Run 1, selected gate families:
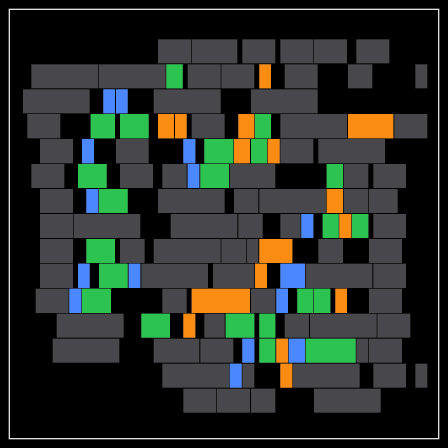
Run 1, placement by cell class:
Scale bar: 10 um. Fill, decap, tap and diode cells in grey.
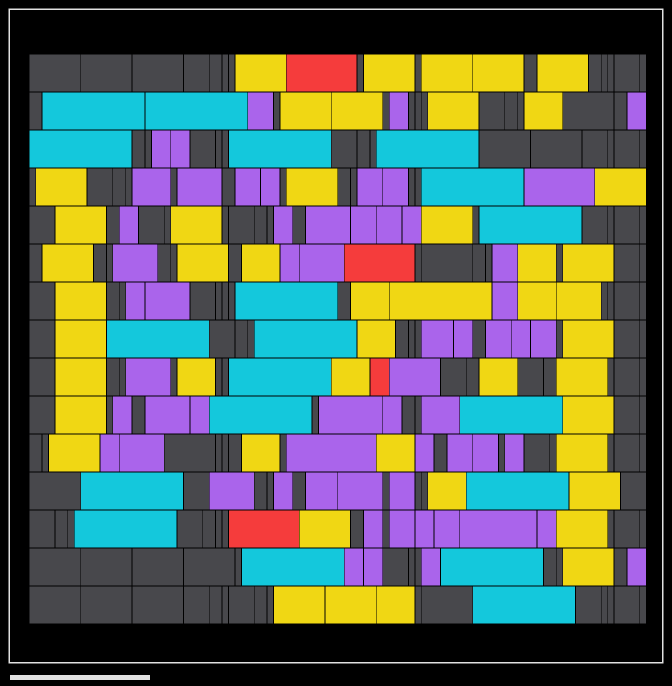
Run 1, the clock network:
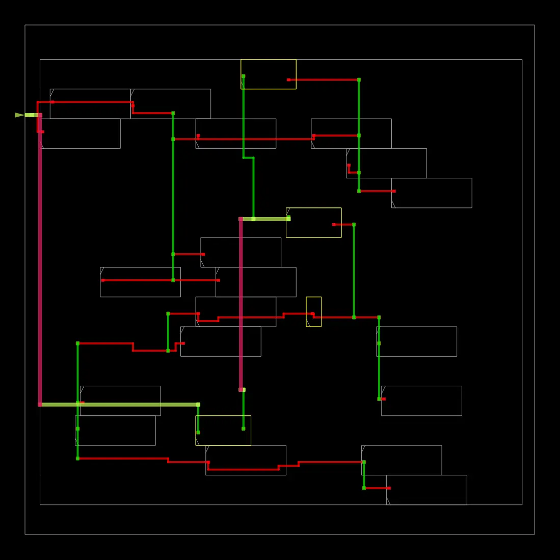
Design alu_uop_issuer, sky130hd; sources not shown.
==> impl_metrics.env, run 1 <==
# source this file to load flow results
export IMPL_clock_cell_area_share_pct=3.57
export IMPL_lay_top_cells="clkdlybuf4s50_1, dfxtp_1, nor2_1, buf_4"
export IMPL_gp_congestion=0.768
export IMPL_worstPathArrival_ns=1.14
export IMPL_p_total_mw=1.24
export IMPL_top_cell="dfxtp_1"
export IMPL_grt_pass1_wl_mm=2.82
export IMPL_yosys_cells=87
export IMPL_fp_util_pct=44.3
export IMPL_comb_power_uw=249
export IMPL_hpwl_mm=1.41
export IMPL_peakVddDrop_mv=0.655
export IMPL_drive_gt1_share_pct=16.9
export IMPL_met3_usage_pct=3.53
export IMPL_drc=0
export IMPL_min_period_ns=1.28
export IMPL_synth_edff_count=0
export IMPL_grt_pass1_vias=644
export IMPL_top_cells_by_count="dfxtp_1, nor2_1, a32oi_1, nand2_1, a21oi_1"
export IMPL_warnings=26
export IMPL_slowest_stage="clkdlybuf4s50_1"
export IMPL_cp_max_fo=3
export IMPL_cts_hold_fix_buffers=0
export IMPL_wl_met3_um=110
export IMPL_ys_sh_mux_pct=0
export IMPL_slew_violations=0
export IMPL_globalRouteTotalUtil_pct=19.7
export IMPL_post_cts_resized=1
export IMPL_cp_required_ns=1.22
export IMPL_cts_htree_levels=1
export IMPL_r2r_slack_ns=0.20
export IMPL_finalCritPeriodShare_pct=94.8
export IMPL_cts_buffers=3
export IMPL_endpoint_kind="primary output"
export IMPL_path_delay_family="buffers and inverters"
export IMPL_syn_inst=87
export IMPL_holdPathStages=2
export IMPL_pin_count=36
export IMPL_synth_distinct_cells=25
export IMPL_cp_depth=1
export IMPL_crit_type="flip-flop to primary output"
export IMPL_postRouteWirelength_mm=1.93
export IMPL_clock_fmax_ghz=0.782
export IMPL_seqCellArea_um2=380
export IMPL_syn_cell_area_um2=798
export IMPL_setup_viol=0
export IMPL_comb_area_um2=349
export IMPL_cap_violations=0
export IMPL_n_antenna_cell=0
export IMPL_dominant_cells="non-clock buffers"
export IMPL_grt_max_degree=20
export IMPL_logic_gate_count=58
export IMPL_power_net_switching_uw=308
export IMPL_dr_total_vias=774
export IMPL_fp_dieH_um=46.7
export IMPL_core_um2=1800
export IMPL_ys_flop_type="dfxtp_1"
export IMPL_maxPowerGroup="sequential cells"
export IMPL_routed_top_layer="met4"
export IMPL_buf_share_pct=35.5
export IMPL_power_share_switching_pct=24.7
export IMPL_outcome="finished clean"
export IMPL_dp_cells=151
export IMPL_placed_cell_area_um2=1220
export IMPL_internal_power_uw=937
export IMPL_p_leak_nw=0.487
export IMPL_post_cts_setup_buffers=0
About 'selected gate families':
[green] inverting AOI/OAI gates | cells: 22 | most used: a32oi_1
[orange] NAND gates | cells: 16 | most used: nand2_1
[blue] NOR gates | cells: 15 | most used: nor2_1
Comb area share: 27.7%
non-filler cells, final: 155
Top cell excl fill/tap: clkdlybuf4s50_1

About 'placement by cell class':
[red] clock drivers and dummy loads | cells: 4 | share of their area: 3.7%
[purple] all other logic | cells: 60 | share of their area: 29%
[yellow] other buffers and delay cells | cells: 47 | share of their area: 36%
[cyan] flip-flops | cells: 19 | share of their area: 31%
design area: 1260 um2
FP Rows: 15
Util after Layout: 69.9%
Seq area share: 30.2%

About 'the clock network':
clock buf count: 3
clk_lat worst skew: 0.26 ns
Seq cells: 19
Sink Count: 19

==> run 2, diff against run 1 <==
SLEW_MARGIN = unset   (was 30)
Run 2, placement by cell class:
Scale bar: 10 um. Fill, decap, tap and diode cells in grey.
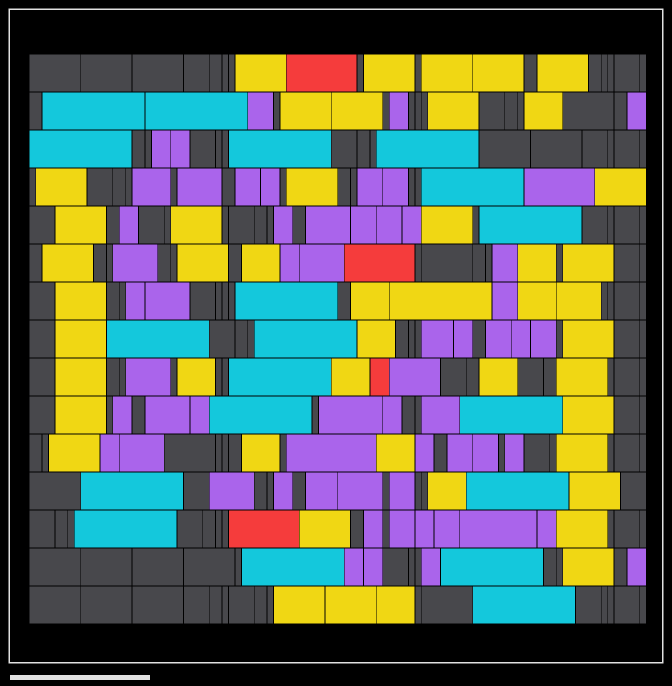
[yellow] other buffers and delay cells | cells: 47 | share of their area: 36%
[purple] all other logic | cells: 60 | share of their area: 29%
[red] clock drivers and dummy loads | cells: 4 | share of their area: 3.7%
[cyan] flip-flops | cells: 19 | share of their area: 31%
core box area: 1800 um2

Run 2, selected gate families:
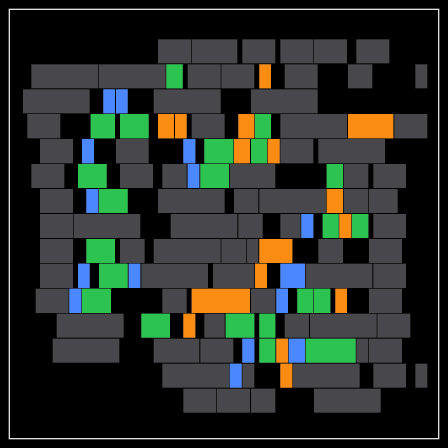
[orange] NAND gates | cells: 16 | most used: nand2_1
[green] inverting AOI/OAI gates | cells: 22 | most used: a32oi_1
[blue] NOR gates | cells: 15 | most used: nor2_1

==> run 2 against run 1 <==
Effect of this change: utilization unchanged; critical path depth unchanged; clock power about the same; fmax unchanged; routed wire length unchanged; synthesized cell count unchanged; flip-flop count unchanged; global-route usage unchanged; clock-buffer cell count unchanged; worst setup slack unchanged; non-clock buffer count unchanged; largest power group unchanged.
==> impl_metrics.env, run 2 <==
# source this file to load flow results
export IMPL_outcome="finished clean"
export IMPL_power_frac_seq_pct=48.5
export IMPL_lay_top_count="clkdlybuf4s50_1"
export IMPL_drc=0
export IMPL_buf_share_pct=35.5
export IMPL_slowest_stage="clkdlybuf4s50_1"
export IMPL_fp_util_pct=44.3
export IMPL_synth_adder_area_share_pct=1.57
export IMPL_num_clock_buffers=3
export IMPL_rows=15
export IMPL_gp_congestion=0.768
export IMPL_synth_distinct_cells=25
export IMPL_synth_edff_count=0
export IMPL_clock_fmax_ghz=0.782
export IMPL_cts_hold_fix_buffers=0
export IMPL_warnings=26
export IMPL_seqCellArea_um2=380
export IMPL_worstPathArrival_ns=1.14
export IMPL_dominant_cells="non-clock buffers"
export IMPL_finClkSkew_ns=0.00550
export IMPL_power_share_switching_pct=24.7
export IMPL_ys_sh_mux_pct=0
export IMPL_pre_cts_slack_ns=-0.172
export IMPL_lay_top_cells="clkdlybuf4s50_1, dfxtp_1, nor2_1, buf_4"
export IMPL_wl_met3_um=110
export IMPL_grt_pass1_vias=644
export IMPL_sh_seq_area_pct=30.2
export IMPL_syn_inst=87
export IMPL_syn_cell_area_um2=798
export IMPL_power_net_switching_uw=308
export IMPL_post_cts_resized=1
export IMPL_top_cell="dfxtp_1"
export IMPL_filler_cell_count=159
export IMPL_clk_latency_ns=0.26
export IMPL_finish_instance_area_um2=1260
export IMPL_met3_usage_pct=3.53
export IMPL_r2r_slack_ns=0.20
export IMPL_top_cells_by_count="dfxtp_1, nor2_1, a32oi_1, nand2_1, a21oi_1"
export IMPL_top_usage_layer="met2"
export IMPL_comb_power_uw=249
export IMPL_cp_max_fo=3
export IMPL_drt_iter0_markers=15
export IMPL_rr_worst_depth=5
export IMPL_comb_area_um2=349
export IMPL_ant_nets=0
export IMPL_comb_area_share_pct=27.7
export IMPL_clk_power_uw=392
export IMPL_holdPathStages=2
export IMPL_pin_count=36
export IMPL_post_cts_setup_buffers=0
export IMPL_cp_required_ns=1.22
export IMPL_cts_buffers=3
export IMPL_clockPowerShare_pct=31.5
export IMPL_power_density_nw_per_um2=988
export IMPL_finalCritPeriodShare_pct=94.8
export IMPL_synth_flops=19
export IMPL_dr_total_vias=774
export IMPL_postRouteWirelength_mm=1.93
export IMPL_dp_cells=151
export IMPL_endpoint_kind="primary output"
export IMPL_stdcell_count=155
export IMPL_maxPowerGroup="sequential cells"
export IMPL_placed_cell_area_um2=1220
export IMPL_routed_top_layer="met4"
export IMPL_slew_violations=0
export IMPL_yosys_cells=87
export IMPL_path_delay_family="buffers and inverters"
export IMPL_grt_max_degree=20
export IMPL_globalRouteTotalUtil_pct=19.7
export IMPL_hpwl_mm=1.41
export IMPL_finish_utilization_pct=69.9
export IMPL_clock_cell_area_share_pct=3.57
export IMPL_drive_gt1_share_pct=16.9
export IMPL_p_total_mw=1.24
export IMPL_ys_flop_type="dfxtp_1"
export IMPL_min_period_ns=1.28
export IMPL_tritoncts="yes"
export IMPL_clock_sinks=19
export IMPL_cap_violations=0
export IMPL_p_leak_nw=0.487
export IMPL_logic_gate_count=58
export IMPL_grt_pass1_wl_mm=2.82
export IMPL_cts_buffer_depth=2
export IMPL_cts_htree_levels=1
export IMPL_setup_viol=0
export IMPL_crit_type="flip-flop to primary output"
export IMPL_design_seq_count=19
export IMPL_n_antenna_cell=0
export IMPL_cp_depth=1
export IMPL_internal_power_uw=937
Run 2, supply network:
Pins as bars on the die edge.
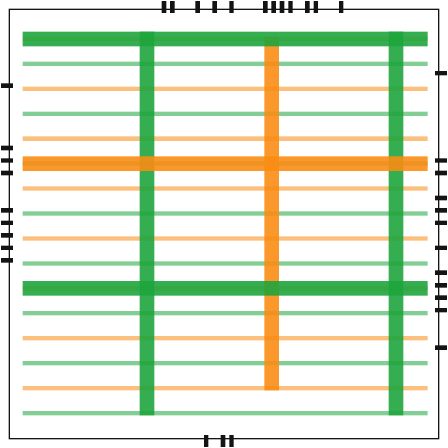
[orange] VDD
[green] VSS
met5 straps: 3
rows: 15
met4 straps: 3
worst vdd ir: 0.655 mV
die height: 46.7 um
Die Width: 46.7 um

Power is estimated from default activity; no workload was simulated.
